<file path="config.mk">
export PLATFORM = sky130hd
export DESIGN_NAME = uart_tx_arbiter
export DESIGN_NICKNAME = d
export VERILOG_FILES = /design/src/rtl/uart_tx_arbiter.sv
export SDC_FILE = /design/constraint.sdc
export NUM_CORES = 1
export LEC_CHECK = 0
export ABC_AREA = 1
export CAP_MARGIN = 20
export CORE_ASPECT_RATIO = 0.5
export CORE_MARGIN = 5
export CORE_UTILIZATION = 39
export DETAILED_ROUTE_END_ITERATION = 10
export PLACE_DENSITY = 0.79
export SLEW_MARGIN = 40
export SYNTH_ARGS = -nofsm -noshare
export SYNTH_HDL_FRONTEND = slang
export SYNTH_SLANG_ARGS = --single-unit
</file>
<file path="constraint.sdc">
create_clock -name clk -period 2.4 [get_ports clk]
set_input_delay 0.48 -clock clk [delete_from_list [all_inputs] [get_ports clk]]
set_output_delay 0.48 -clock clk [all_outputs]
set_load 0.02 [all_outputs]
</file>
<file path="src/rtl/uart_tx_arbiter.sv">
// uart_tx_arbiter: round-robin sharing of one UART transmitter between
// NUM_REQ byte sources. One byte is in flight at a time: grant, write
// strobe, wait for tx_busy to rise, wait for tx_busy to fall.
// Optional macro UART_TX_ARB_TIMEOUT_EN: bounds the wait for tx_busy to rise
// to TIMEOUT cycles and raises a sticky err_timeout when it expires.
module uart_tx_arbiter #(
  parameter int NUM_REQ = 4,
  parameter int TIMEOUT = 1024
) (
  input  logic                 clk,
  input  logic                 reset,
  input  logic                 enable,
  input  logic [NUM_REQ-1:0]   req_valid,
  input  logic [8*NUM_REQ-1:0] req_data,
  output logic [NUM_REQ-1:0]   req_ack,
  output logic                 tx_en,
  output logic                 tx_wr,
  output logic [7:0]           tx_data,
  input  logic                 tx_busy,
  output logic [2:0]           grant_id,
  output logic                 arb_busy,
  output logic                 err_timeout
);

  typedef enum logic [1:0] {IDLE, WRITE, WAIT_START, WAIT_DONE} state_t;

  if (NUM_REQ < 2 || NUM_REQ > 8 || TIMEOUT < 1) begin : g_bad_param
    $error("uart_tx_arbiter: NUM_REQ must be 2..8 and TIMEOUT >= 1");
  end

  state_t      state_q, state_d;
  logic [2:0]  rr_ptr_q, rr_ptr_d;
  logic [2:0]  grant_id_q, grant_id_d;
  logic [7:0]  tx_data_q, tx_data_d;
  logic        tx_en_q, tx_en_d;

  // Requests/data padded to 8 slots so a 3-bit pointer can index them.
  logic [7:0]      req_pad;
  logic [7:0][7:0] data_pad;
  logic            found;
  logic [2:0]      winner;
  logic [2:0]      rr_nxt;

  for (genvar g = 0; g < 8; g++) begin : g_pad
    if (g < NUM_REQ) begin : g_used
      assign req_pad[g]  = req_valid[g];
      assign data_pad[g] = req_data[8*g +: 8];
      assign req_ack[g]  = (state_q == WRITE) && (grant_id_q == 3'(g));
    end else begin : g_unused
      assign req_pad[g]  = 1'b0;
      assign data_pad[g] = 8'h00;
    end
  end

  // Round-robin search: first valid request at or after rr_ptr, wrapping.
  always_comb begin
    int s;
    int n;
    found  = 1'b0;
    winner = '0;
    s      = 0;
    for (int k = 0; k < NUM_REQ; k++) begin
      s = int'(rr_ptr_q) + k;
      if (s >= NUM_REQ) s = s - NUM_REQ;
      if (!found && req_pad[3'(s)]) begin
        found  = 1'b1;
        winner = 3'(s);
      end
    end
    n = int'(winner) + 1;
    if (n >= NUM_REQ) n = 0;
    rr_nxt = 3'(n);
  end

`ifdef UART_TX_ARB_TIMEOUT_EN
  localparam int CW = $clog2(TIMEOUT + 1);
  logic [CW-1:0] cnt_q, cnt_d;
  logic          err_q, err_d;
`endif

  // Next-state and grant capture; the byte is latched at grant so later
  // changes on req_data/req_valid cannot disturb the transfer.
  always_comb begin
    state_d    = state_q;
    rr_ptr_d   = rr_ptr_q;
    grant_id_d = grant_id_q;
    tx_data_d  = tx_data_q;
    tx_en_d    = enable;
`ifdef UART_TX_ARB_TIMEOUT_EN
    cnt_d      = '0;
    err_d      = err_q;
`endif
    case (state_q)
      IDLE: begin
        if (enable && !tx_busy && found) begin
          tx_data_d  = data_pad[winner];
          grant_id_d = winner;
          rr_ptr_d   = rr_nxt;
          state_d    = WRITE;
        end
      end
      WRITE: state_d = WAIT_START;
      WAIT_START: begin
`ifdef UART_TX_ARB_TIMEOUT_EN
        if (tx_busy) begin
          state_d = WAIT_DONE;
        end else if (cnt_q == CW'(TIMEOUT - 1)) begin
          err_d   = 1'b1;
          state_d = IDLE;
        end else begin
          cnt_d = cnt_q + 1'b1;
        end
`else
        if (tx_busy) state_d = WAIT_DONE;
`endif
      end
      WAIT_DONE: if (!tx_busy) state_d = IDLE;
      default: state_d = IDLE;
    endcase
  end

  // State registers; reset aborts any byte in flight without an ack.
  always_ff @(posedge clk or negedge reset) begin
    if (!reset) begin
      state_q    <= IDLE;
      rr_ptr_q   <= '0;
      grant_id_q <= '0;
      tx_data_q  <= '0;
      tx_en_q    <= 1'b0;
    end else begin
      state_q    <= state_d;
      rr_ptr_q   <= rr_ptr_d;
      grant_id_q <= grant_id_d;
      tx_data_q  <= tx_data_d;
      tx_en_q    <= tx_en_d;
    end
  end

`ifdef UART_TX_ARB_TIMEOUT_EN
  // Start-of-transmission watchdog counter and sticky error flag.
  always_ff @(posedge clk or negedge reset) begin
    if (!reset) begin
      cnt_q <= '0;
      err_q <= 1'b0;
    end else begin
      cnt_q <= cnt_d;
      err_q <= err_d;
    end
  end
  assign err_timeout = err_q;
`else
  assign err_timeout = 1'b0;
`endif

  assign tx_wr    = (state_q == WRITE);
  assign tx_data  = tx_data_q;
  assign tx_en    = tx_en_q;
  assign grant_id = grant_id_q;
  assign arb_busy = (state_q != IDLE);

endmodule
</file>
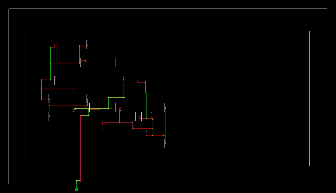
Fig. 1. Clock wiring as the flow saved it.
flip-flops: 17
clock buffers: 3

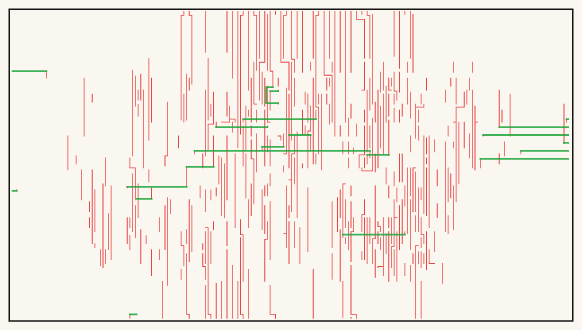
Fig. 2. Routed metal, one color a layer.
Two of the layers only.
legend:
  red:
    layer: met2
    wire_length: 2020 um
  green:
    layer: met3
    wire_length: 155 um

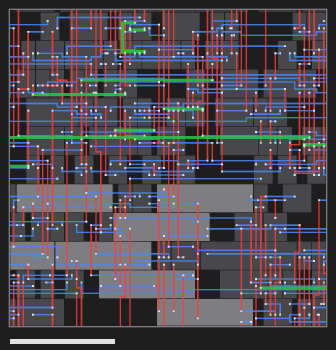
Fig. 3. Layout detail.
Scale bar: 10 um. Region (33, 11) to (63, 41) um. Cells in gray, sequential cells in the stronger gray; small squares are vias.
legend:
  red:
    layer: met2
  blue:
    layer: met1
  green:
    layer: met3
sequential cells in the window: 6
most frequent: nand2_1 (26), nand3_1 (23), clkdlybuf4s50_1 (9)
netlist names of flops here include: `rr_ptr_q` (3)
cells with their middle in the window: 91

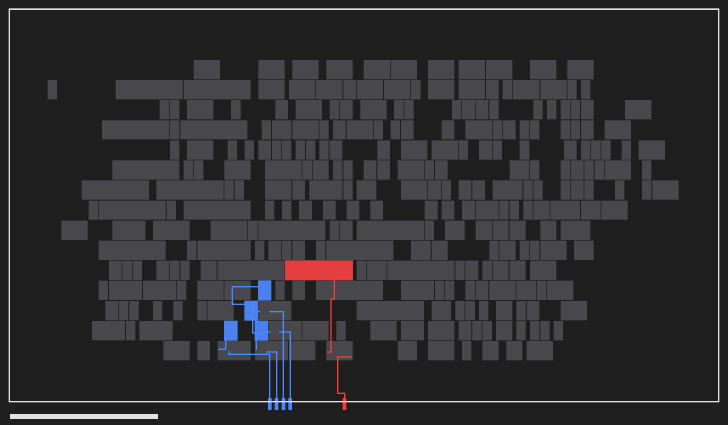
Fig. 4. I/O nets highlighted.
Scale bar: 20 um.
legend:
  red:
    port: `tx_en`
    bits: 1
    direction: output
    end_cells: 1
    buffers: 1
    wire: 21.8 um
  blue:
    port: `req_ack`
    bits: 4
    direction: output
    end_cells: 4
    buffers: 4
    wire: 65.1 um

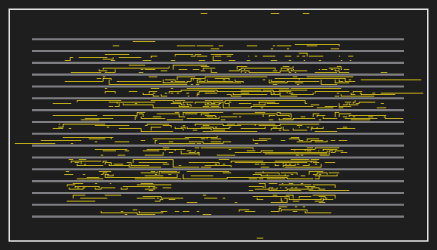
Fig. 5. M1 wires.
Supply wires on this layer in gray.
wire length on this layer: 1870 um
longest straight run: 23.5 um
main direction: horizontal
nets with wire on the layer: 296
Vias: 1545
total wire length: 4.06 mm
met1 usage: 0.219

==> Slide: Implementation Results <==
Physical Implementation Snapshot

Floorplanning
  • Chip Width: around 96 um
  • # IOs: roughly 59
  • Die area: roughly 0.0051 mm2
  • Initial core utilization: 0.412
  • Core Region: around 0.0035 mm2

Final timing
  • Period utilization: 0.899
  • Final Hold Vio Count: 0
  • Final TNS setup: 0 ns
  • Fmax: between 0.4 and 0.5 GHz
  • Slew Limit Fails: 0
  • Setup violations, final: 0
  • Final worst slack: roughly 0.24 ns
  • Final Critical Period: around 2.2 ns

Worst setup path
  • Crit path kind: reg -> reg
  • Critical-path cell list: inv_6 -> ha_4 -> inv_2 -> nand3_1 -> nand2_1 -> nor2_1 -> nand3_2 -> nor2_2 -> inv_1 -> o21ai_2 -> nand3_1 -> nand3_1 -> nand2_1
  • Worst EP required: ~2.5 ns
  • Crit-path max FO: 8
  • Crit path DAT: around 2.3 ns
  • Worst Setup End Kind: flip-flop
  • Crit path largest cell delay: ~0.42 ns

Global routing
  • First-pass GRT wire length: 6.23 mm
  • Met2 GRT Util: 0.259
  • Met3 Usage GRT: 0.0199
  • GRT overflow: 0
  • GRT Util Overall: 0.156
  • Initial antenna violation count: 0

CTS
  • Clock-pin slew on the worst setup and hold paths: ~0.060 ns
  • Latency at later pin: 0.25 ns
  • Clock root buffer: clkbuf_8
  • Htree depth: 1
  • Clock buffer count from CTS: 3

Routing
  • Drt first pass iters: 4
  • Vias per cell: 4.65
  • # DRC: 0
  • DR WL/cell: about 12 um

Power and ir drop
  • Pwr top: combinational logic
  • Sw Pwr: approximately 0.0016 W
  • Logic pwr share: 0.777
  • Flop pwr share: 0.156
  • Clock Power: 0.000207 W
  • Combinational power: between 0.002 and 0.0025 W
  • Internal power: 0.00147 W
  • VDD IR max: about 0.00065 V
  • Clock share of power: 0.066

Place
  • PortBufs: about 57

Status
  • Outcome: finished clean

Finish
  • Nets: about 330
  • Ant. Diodes: 0
  • Area delta synth->final: 50.6%
  • Share of post-route cells with drive strength above 1: 0.135

Synth
  • Synth flops: 17
  • EDFF count, synth: 0
  • Cells after Synth: around 220
  • Adder Area Share: 0.0696
  • Avg Cell Area, Syn: 6.60 um2
  • Mapped Area: 0.00144 mm2
  • Main flop type: dfrtp_1

Run
  • Tool warnings: 31
## logic make-up after synthesis
group	Yosys count
buf+inv	42
flops	17
simple gates	141
compound gates	9
fa+ha+maj	8
other cells	1
## registers in the layout, summed over array words and instances (netlist names)
register and cells:
grant_id 3, rr_ptr_q 3, state_q 2, tx_data 8
tx_en 1
## what timing repair did
| item | in CTS | in global routing |
|---|---|---|
| setup buffers | 0 | 1 |
| endpoints found under the setup margin | 0 | 11 |
| resized | 0 | 9 |
| endpoints found under the hold margin | 0 | 0 |
## layout make-up
type	instances	area, um2	area share
clock buffers	3	41.3	0.0191
clock inverters	1	5.00	0.00231
inverters	36	140	0.0647
multi-input cells	159	843	0.389
flip-flops and latches	17	425	0.196
well taps	51	63.8	0.0294
repair buffers	65	648	0.299
## routing by layer
layer  vias up  share of wire
met1       706           0.46
met4         0         0.0047
met5         -              0
met2        32           0.50
met3         2          0.038
li1        805              -
## cells in the mapped netlist (2+ instances only)
library cell	count	area [um2]
inv_2	2	7.51
inv_1	33	124
nor2_1	8	30.0
nand2_4	2	22.5
ha_1	8	100
buf_6	2	22.5
nand2_2	5	31.3
nand2_1	71	267
nand3_1	37	185
nand3b_1	2	15.0
o21ai_0	6	30.0
dfrtp_1	17	425
nand3_2	4	40.0
nor3_1	4	20.0
nor2_2	4	25.0
buf_4	3	22.5
nand4_1	2	12.5
## critical path, delay by kind of cell (launching register included)
family / cells / cell delay (ns)
compound gates: 1 / 0.14
fa+ha+maj: 1 / 0.28
buf+inv: 3 / 0.18
flops: 1 / 0.42
simple gates: 8 / 1.01
## cells in the final DEF (no fill, tap or decap), types with 2 or more instances in the layout
cell,count
nand3b_1,2
dfrtp_1,17
nand4_1,2
clkbuf_8,3
nor3_1,4
ha_1,7
nand2_1,70
dlymetal6s2s_1,4
clkdlybuf4s50_1,52
nor2_2,6
o21ai_0,6
nand2_4,2
buf_4,7
nor2_1,6
nand2_2,6
inv_2,3
nand3_2,4
nand3_1,37
inv_1,32
## stage by stage
step / cells / total power [W] / instance area (um2) / hold WS (ns) / util
2_1_floorplan: 218 / 0.00212 / 1440 / 0.184 / -
3_3_place_gp: 327 / 0.00275 / 2090 / 0.462 / 0.598
3_5_place_dp: 327 / 0.00283 / 2090 / 0.469 / 0.598
4_1_cts: 331 / 0.00305 / 2130 / 0.484 / 0.611
5_1_grt: 332 / 0.00342 / 2170 / 0.171 / 0.621
6_report: 332 / 0.00311 / 2170 / 0.146 / 0.621
## path summary, 6_finish.rpt
check,depth (start not counted),from,end
setup / recovery,13,rr_ptr_q[0]$_DFFE_PN0P_,tx_data[2]$_DFFE_PN0P_
hold / removal,1,reset,grant_id[0]$_DFFE_PN0P_
setup reg to reg,13,rr_ptr_q[0]$_DFFE_PN0P_,tx_data[2]$_DFFE_PN0P_
hold reg to reg,2,tx_data[1]$_DFFE_PN0P_,tx_data[1]$_DFFE_PN0P_
max in group asynchronous,1,reset,tx_data[7]$_DFFE_PN0P_
min in group clk,2,tx_data[1]$_DFFE_PN0P_,tx_data[1]$_DFFE_PN0P_
No activity file was given, so power comes from the tool's default toggle rates.
